File: config.mk
export PLATFORM = sky130hd
export DESIGN_NAME = muldiv_seq
export DESIGN_NICKNAME = d
export VERILOG_FILES = /design/src/rtl/muldiv_seq.sv
export SDC_FILE = /design/constraint.sdc
export NUM_CORES = 1
export LEC_CHECK = 0
export CAP_MARGIN = 30
export CORE_ASPECT_RATIO = 0.7
export CORE_MARGIN = 5
export CORE_UTILIZATION = 47
export DETAILED_ROUTE_END_ITERATION = 8
export PLACE_DENSITY = 0.67
export SLEW_MARGIN = 20
export SYNTH_ARGS = -nofsm -noshare
export SYNTH_HDL_FRONTEND = slang
export SYNTH_SLANG_ARGS = --single-unit
export TNS_END_PERCENT = 1
File: constraint.sdc
create_clock -name clock -period 6.6 [get_ports clock]
set_clock_uncertainty 0.2 [all_clocks]
set_input_delay 0.99 -clock clock [delete_from_list [all_inputs] [get_ports clock]]
set_output_delay 0.99 -clock clock [all_outputs]
set_load 0.1 [all_outputs]
File: src/rtl/muldiv_seq.sv
`default_nettype none
// ============================================================================
// Module   : muldiv_seq
// Purpose  : Sequential signed 32x32 multiply (radix-2 Booth) and signed
//            divide (restoring division on magnitudes) for the HI/LO pair.
// Ports    : clock, reset      - clock, synchronous active-high reset
//            start, op, a, b   - launch pulse, 0=MULT/1=DIV, operands
//            busy, done, div0  - registered status outputs
//            hi, lo            - result registers (product / rem,quo)
// Revision : 1.0 - initial release
// ============================================================================
module muldiv_seq #(
    parameter int ITER = 32
) (
    input  logic        clock,
    input  logic        reset,
    input  logic        start,
    input  logic        op,
    input  logic [31:0] a,
    input  logic [31:0] b,
    output logic        busy,
    output logic        done,
    output logic        div0,
    output logic [31:0] hi,
    output logic [31:0] lo
);

    localparam logic [2:0] S_IDLE = 3'd0;
    localparam logic [2:0] S_MULT = 3'd1;
    localparam logic [2:0] S_DIV  = 3'd2;
    localparam logic [2:0] S_FIN  = 3'd3;
    localparam logic [2:0] S_Z    = 3'd4;

    localparam logic [4:0] c_LAST = 5'(ITER - 1);

    logic [2:0]  r_state;
    logic [2:0]  w_next_state;
    logic [4:0]  r_cnt;
    logic        r_op;
    logic        r_sign_a;
    logic        r_sign_b;
    // Shared datapath: acc is the Booth accumulator or the remainder,
    // mq is the multiplier or the quotient, md the multiplicand or |b|.
    logic [32:0] r_acc;
    logic [31:0] r_mq;
    logic        r_q1;
    logic [32:0] r_md;

    logic        w_last;
    logic        w_done_d;
    logic        w_div0_d;
    logic        w_busy_d;
    logic [31:0] w_abs_a;
    logic [31:0] w_abs_b;
    logic [32:0] w_booth_sum;
    logic [32:0] w_shift;
    logic [32:0] w_trial;
    logic        w_ge;
    logic [31:0] w_quo;
    logic [31:0] w_rem;

    assign w_last = (r_cnt == c_LAST);

    // |0x80000000| wraps back to 0x80000000, which is the right unsigned value.
    assign w_abs_a = a[31] ? (32'd0 - a) : a;
    assign w_abs_b = b[31] ? (32'd0 - b) : b;

    always_comb begin
        case ({r_mq[0], r_q1})
            2'b01:   w_booth_sum = r_acc + r_md;
            2'b10:   w_booth_sum = r_acc - r_md;
            default: w_booth_sum = r_acc;
        endcase
    end

    // The shifted partial remainder is below 2*|b| <= 2^32, so bit 32 of the
    // trial difference is a valid sign bit.
    assign w_shift = {r_acc[31:0], r_mq[31]};
    assign w_trial = w_shift - r_md;
    assign w_ge    = ~w_trial[32];

    assign w_quo = (r_sign_a ^ r_sign_b) ? (32'd0 - r_mq) : r_mq;
    assign w_rem = r_sign_a ? (32'd0 - r_acc[31:0]) : r_acc[31:0];

    // State register
    always_ff @(posedge clock) begin
        if (reset) begin
            r_state <= S_IDLE;
        end else begin
            r_state <= w_next_state;
        end
    end

    // Next-state logic
    always_comb begin
        w_next_state = r_state;
        case (r_state)
            S_IDLE: begin
                if (start) begin
                    if (!op)             w_next_state = S_MULT;
                    else if (b == 32'd0) w_next_state = S_Z;
                    else                 w_next_state = S_DIV;
                end
            end
            S_MULT:  if (w_last) w_next_state = S_FIN;
            S_DIV:   if (w_last) w_next_state = S_FIN;
            S_FIN:   w_next_state = S_IDLE;
            S_Z:     w_next_state = S_IDLE;
            default: w_next_state = S_IDLE;
        endcase
    end

    // Output logic: busy stays up through the done cycle so that it falls
    // together with done.
    always_comb begin
        w_done_d = (r_state == S_FIN) || (r_state == S_Z);
        w_div0_d = (r_state == S_Z);
        w_busy_d = (w_next_state != S_IDLE) || w_done_d;
    end

    always_ff @(posedge clock) begin
        if (reset) begin
            busy <= 1'b0;
            done <= 1'b0;
            div0 <= 1'b0;
        end else begin
            busy <= w_busy_d;
            done <= w_done_d;
            div0 <= w_div0_d;
        end
    end

    // Datapath
    always_ff @(posedge clock) begin
        if (reset) begin
            r_cnt    <= 5'd0;
            r_op     <= 1'b0;
            r_sign_a <= 1'b0;
            r_sign_b <= 1'b0;
            r_acc    <= 33'd0;
            r_mq     <= 32'd0;
            r_q1     <= 1'b0;
            r_md     <= 33'd0;
            hi       <= 32'd0;
            lo       <= 32'd0;
        end else begin
            case (r_state)
                S_IDLE: begin
                    if (start) begin
                        r_op     <= op;
                        r_sign_a <= a[31];
                        r_sign_b <= b[31];
                        r_cnt    <= 5'd0;
                        r_q1     <= 1'b0;
                        r_acc    <= 33'd0;
                        if (!op) begin
                            r_md <= {a[31], a};
                            r_mq <= b;
                        end else begin
                            r_md <= {1'b0, w_abs_b};
                            r_mq <= w_abs_a;
                        end
                    end
                end
                S_MULT: begin
                    r_acc <= {w_booth_sum[32], w_booth_sum[32:1]};
                    r_mq  <= {w_booth_sum[0], r_mq[31:1]};
                    r_q1  <= r_mq[0];
                    r_cnt <= r_cnt + 5'd1;
                end
                S_DIV: begin
                    r_acc <= w_ge ? w_trial : w_shift;
                    r_mq  <= {r_mq[30:0], w_ge};
                    r_cnt <= r_cnt + 5'd1;
                end
                S_FIN: begin
                    if (r_op) begin
                        hi <= w_rem;
                        lo <= w_quo;
                    end else begin
                        hi <= r_acc[31:0];
                        lo <= r_mq;
                    end
                end
                default: begin
                end
            endcase
        end
    end

endmodule
`default_nettype wire
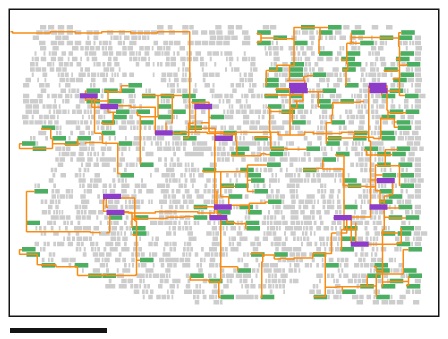
*Clock distribution, run 1*
Bar = 50 um.
legend:
  green:
    item: flip-flops
    count: 177
  orange:
    item: clock wires
    length: 2540 um
  purple:
    item: clock-net drivers
    count: 17
flops lie: widely spread
Clock power frac: 0.262
Late-Pin Clk Latency: 0.46 ns
Clock Power: 1.07 mW

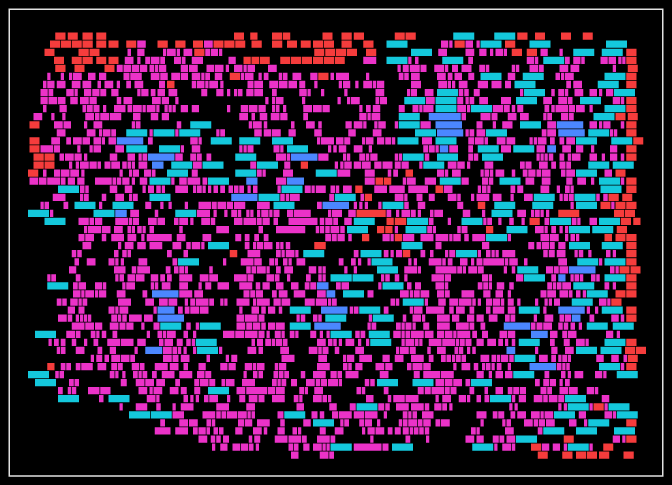
*Placed cells, one colour a class, run 1*
legend:
  cyan:
    class: registers
    cells: 177
    share_of_their_area: 22%
  red:
    class: remaining buffers and delay cells
    cells: 160
    share_of_their_area: 9.7%
  magenta:
    class: remaining logic cells
    cells: 1641
    share_of_their_area: 65%
  blue:
    class: clock drivers and dummy loads
    cells: 32
    share_of_their_area: 3.8%

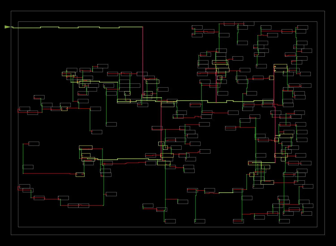
*Clock wiring as the flow saved it, run 1*
CTS buffer count: 17
# clock sinks: 177
clock buffer count: 17
FFs & Latches: 177

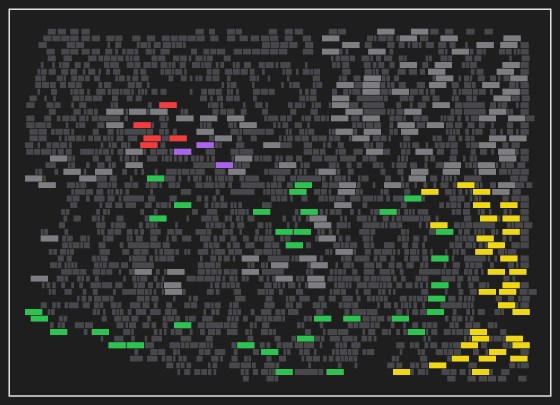
*Where the registers sit, run 1*
Other sequential cells in the stronger grey, the rest of the logic in the fainter grey.
legend:
  green:
    signal: r_acc
    flops: 33
  red:
    signal: r_cnt
    flops: 5
  purple:
    signal: r_state
    flops: 3
  yellow:
    signal: hi
    flops: 32
register fraction of the total cell area: 0.2119
final core occ: 0.5529
register area: 0.003543 mm2

==> out/qor.yml, run 1 <==
yosys:
  topCellsByArea: "dfxtp_1 24%, nor2_1 6.8%, a21oi_1 6.2%, ha_1 6.2%, xnor2_1 5.8%"
  yosysTopAreaCell: "dfxtp_1"
  synthAoiAreaFrac: 0.3012
  edf_count: 0
  ys_warn_count: 0
  ys_top_cells_by_count: "264 x nor2_1, 181 x a21oi_1, 177 x dfxtp_1"
  ys_sh_simple: 0.2041
  ys_sh_mux: 0.01275
  floorplan.nets: 2096
  netlist_instances: 1954
  syn_area_mm2: 0.01452
  yosysUniqueCellTypes: 80
  top_cell_area_share: 0.2440
timing:
  setup_tns_ns: 0
  grt_setup_unrepaired: "no"
  slew-limit-headroom: 0.3035
  period_used_share: 0.8344
  fmax_mhz: 181.6
  fin_ws_ns: 1.093
  fin_crit_ns: 5.507
  hold_viol_final: 0
clock_network:
  cts_setup_buffers: 0
  htreeDepth: 4
  cts.clk_slew.worst_paths_ns: 0.08
  root_buffer: "clkbuf_16"
critical_path:
  crit_start: "r_md[4]"
  cp_cell_sequence: "or4_1 -> nor3_1 -> and3_1 -> a31o_2 -> o21ai_0 -> xnor2_1 -> ha_1 -> a21o_1 -> a21oi_1 -> nand2_1 -> a221oi_1 -> or3b_1 -> a41oi_1 -> xor3_1 -> or3_1 -> a21o_1 -> a211oi_1"
  worstSetupPathType: "reg -> reg"
  worst_path_most_repeated_cell: "a21o_1"
  r2r_setup_slack_ns: 1.09
  critPathTopFamily: "simple AND/OR/NAND/NOR gates"
  r2r-end: "r_acc[31]"
  cp.required_ns: 6.77
  critical_path.endpoint: "r_acc[31]"
  worstSetupPathDepth: 17
  rr_startpoint: "r_md[4]"
  worstSetupEndpointType: "register"
  startpoint_type: "register"
grt:
  grt_pass1_vias: 13190
  grt.overflow.total: 0
  grt_max_degree: 112
  grtUsageTotal: 0.2887
  antenna_found_initial: 0
  grt_pass1_wl_um: 78290
worst_hold_path:
  whs_endpoint: "hi[28]"
  min_from: "hi[28]"
layout:
  layout_top_cell: "nor2_1"
  sh_comb_area: 0.6122
  num-multi-input-gates: 1578
  non_clock_buffer_count: 160
  combGateArea_mm2: 0.01024
  top_regs: "r_acc: 33 flops, r_md: 33 flops"
  postLayoutCellArea_mm2: 0.01672
  syn_to_final_growth_pct: 15.13
  fillers: 2958
  finalNonFillerCells: 2422
  dominant_cells: "logic gates"
  mostFrequentLayoutCells: "263 x nor2_1, 181 x a21oi_1, 177 x dfxtp_1"
  final_nets: 2139
  drive_above_1_share: 0.05274
floorplanning:
  core.rowCount: 53
  die_h_um: 157.1
  core_region_area_mm2: 0.03024
  io_pins: 135
  nWellTaps: 412
  die_w_um: 220.1
detailed_routing:
  drc: 0
  vias: 15100
  drtPass1Iterations: 6
  drtAntennaViolNets: 0
  wire_per_inst_um: 21.25
placement:
  port-buffer-count: 134
  placed_area_mm2: 0.01607
  dp_hpwl_um: 39540
  place_ws_ns: 1.204
  gp_congestion: 0.9615
power:
  peakVddDrop_v: 0.0001809
  leakage_nw: 6.113
  power_density_mw_per_mm2: 244.8
outcome:
  run_status: "completed"
job:
  max_cap_violations: 0
run 1: kinds of logic (layout without fill, tap and decap cells):
logic type,count (synthesis),in the layout
xor gates and xnor gates,194,194
AOI/OAI and AO/OA,650,650
buffers and inverters,199,255
adders and majority gates,74,74
and+or+nand+nor,643,643
DFF,177,177
muxes,17,17
run 1: power breakdown:
| group | internal [mW] | switching, mW | total, mW |
|---|---|---|---|
| sequential | 1.13 | 0.138 | 1.27 |
| clock | 0.547 | 0.527 | 1.07 |
| combinational | 0.697 | 1.05 | 1.75 |
| total | 2.37 | 1.72 | 4.09 |
run 1: layer usage:
metal	routed length (um)	up-vias	global-route usage	share of wire
met5	0	-	0	0
met4	613	0	0.05821	0.012
met2	20400	712	0.3860	0.40
met1	24370	7115	0.4586	0.47
met3	6088	35	0.07345	0.12
li1	-	7242	-	-
--- run 2 (diff from run 1) ---
- clock period: 6.6 -> 5.6 ns (I/O delays scaled with it)
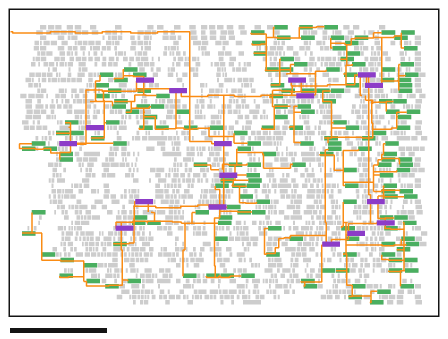
*Clock distribution, run 2*
Bar = 50 um.
legend:
  purple:
    item: clock-net drivers
    count: 17
  orange:
    item: clock wires
    length: 2560 um
  green:
    item: flip-flops
    count: 177
routed clock nets: 18
Clock Power: 1.24 mW
Clock power frac: 0.259

==> run 2 against run 1 <==
Clock-buffer cell count is the same. Total power grew 17%. Sequential cell count unchanged. Utilization increased by 0.21 points. Via count is 0.24% lower. Synthesized area unchanged. Critical path type unchanged. Largest power group unchanged.
==> out/qor.yml, run 2 <==
yosys:
  syn_area_mm2: 0.01452
  topCellsByArea: "dfxtp_1 24%, nor2_1 6.8%, a21oi_1 6.2%, ha_1 6.2%, xnor2_1 5.8%"
  ys_cells: 1954
  ys_ff: 177
  xor_share: 0.1193
  top_cell: "nor2_1"
  netlist_instances: 1954
  floorplan.nets: 2096
  syn_avg_cell_area_um2: 7.432
  synth-async-reset-ratio: 0
  ys.flop_type: "dfxtp_1"
  ys_sh_mux: 0.01275
  topCombFamilyByArea: "AND-OR/OR-AND gates"
  synthAoiAreaFrac: 0.3012
  ys_warn_count: 0
  top_cell_area_share: 0.2440
  ys_chip_area_mm2: 0.01452
  yosysTopAreaCell: "dfxtp_1"
  yosysUniqueCellTypes: 80
  synth_adder_area_share: 0.06479
  ys_top_cells_by_count: "264 x nor2_1, 181 x a21oi_1, 177 x dfxtp_1"
  edf_count: 0
  ys_sh_simple: 0.2041
layout:
  final_nets: 2148
  syn_to_final_growth_pct: 15.56
  fillers: 2841
  drive_above_1_share: 0.05646
  mostFrequentLayoutCells: "263 x nor2_1, 181 x a21oi_1, 177 x dfxtp_1"
  postLayoutCellArea_mm2: 0.01678
  top_regs: "r_acc: 33 flops, r_md: 33 flops"
  finalNonFillerCells: 2431
  layout_top_cell: "nor2_1"
  postLayoutCoreUtil: 0.5550
  n_antenna_cell: 0
detailed_routing:
  wire_per_inst_um: 21.14
  viasPerCell: 6.198
  drtAntennaViolNets: 0
  wl_met1_um: 24750
  topRoutingLayerUsed: "met4"
  drt_wl_total_um: 51390
  met3_length_um: 5712
  drc: 0
  drtPass1Iterations: 6
  wl_met2_um: 20180
  vias: 15070
timing:
  setup_tns_ns: 0
  setup_viol: 0
  fin_crit_ns: 5.117
  grt_setup_unrepaired: "no"
  fmax_mhz: 195.4
  tightest_slew_ns: 1.012
  slew-limit-headroom: 0.3229
  fin_ws_ns: 0.4828
  period_used_share: 0.9138
  hold_viol_final: 0
grt:
  use_met2: 0.3867
  grt.met3_usage: 0.07749
  grt_pass1_wl_um: 77990
  grtUsageTotal: 0.2884
  antenna_found_initial: 1
  grt_use_met1: 0.4547
  grt_pass1_vias: 13070
  busiest_layer: "met1"
  grt.overflow.total: 0
  grt_max_degree: 155
clock_network:
  cts_sinks: 177
  cts-buffers-inserted: 17
  cts_tree: "done"
  clock_path_buffers: 2
  clkLatencyLatePin_ns: 0.46
  cts_setup_buffers: 0
  root_buffer: "clkbuf_16"
  cts.clk_slew.worst_paths_ns: 0.08
  htreeDepth: 4
  cts_hold_buf: 0
  cts_resized: 0
critical_path:
  worst_path_most_repeated_cell: "a21o_1"
  rr_startpoint: "r_md[16]"
  r2r_setup_slack_ns: 0.48
  startpoint_type: "register"
  crit_start: "r_md[16]"
  arrival_ns: 5.29
  timing.critical_path.slowest_stage_cell: "nor4_1"
  worstSetupPathType: "reg -> reg"
  cp_cell_sequence: "nor4_1 -> nand3_1 -> nor3_1 -> a31o_2 -> o21ai_0 -> xnor2_1 -> ha_1 -> a21o_1 -> a21oi_1 -> nand2_1 -> a221oi_1 -> or3b_1 -> a41oi_1 -> xor3_1 -> or3_1 -> a21o_1 -> a211oi_1"
  cp_max_fo: 6
  critical_path.endpoint: "r_acc[31]"
  worstSetupEndpointType: "register"
  slowest_delay_ns: 0.62
  r2r-end: "r_acc[31]"
  cp.required_ns: 5.77
placement:
  placed_cells: 2399
  port-buffer-count: 134
  place_ws_ns: 0.6228
  dp_hpwl_um: 39410
  placed_area_mm2: 0.01617
  gp_congestion: 1.009
job:
  max_cap_violations: 0
  tool_warnings: 28
floorplanning:
  floorplanUtilization: 0.4803
  die_area_mm2: 0.03457
  die_h_um: 157.1
  core_region_area_mm2: 0.03024
  core.rowCount: 53
  io_pins: 135
  die_w_um: 220.1
power:
  p_comb_mw: 2.07
  power-top-group: "combinational logic"
  leakage_nw: 6.150
  internal_power_mw: 2.755
  switchingPower_mw: 2.031
  pwr-share-seq: 0.309
  power.share.combinational: 0.432
  peakVddDrop_v: 0.0002008
  p_total_mw: 4.786
  p_sw_frac: 0.4244
  power_density_mw_per_mm2: 285.2
  pwr.group.sequential_mw: 1.48
outcome:
  run_status: "completed"
worst_hold_path:
  min_from: "hi[18]"
  hp-class: "reg -> reg"
  hold-path-cell-count: 2
  whs_endpoint: "hi[18]"
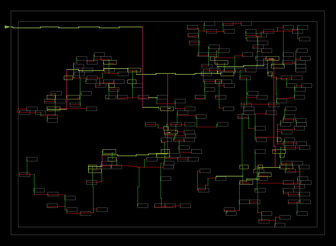
*Clock wiring as the flow saved it, run 2*

run 2: layout make-up:
cell class | instances | area, um2 | share of cell area
Clock buffer | 17 | 425.4 | 0.02535
Inverter | 63 | 236.5 | 0.01409
Multi-Input combinational cell | 1578 | 10220 | 0.6091
Sequential cell | 177 | 3543 | 0.2111
Tap cell | 412 | 515.5 | 0.03072
Timing Repair Buffer | 169 | 1652 | 0.09841
Clock inverter | 15 | 187.7 | 0.01118
run 2: worst max-delay path: cells and delay by family, from the launching register on:
kind,cells,cell delay (ns)
XOR/XNOR,2,0.40
flip-flops,1,0.35
adder cells (fa/ha/maj),1,0.37
AND/OR/NAND/NOR,6,2.05
AND-OR/OR-AND,8,1.66
Power is estimated from default activity; no workload was simulated.
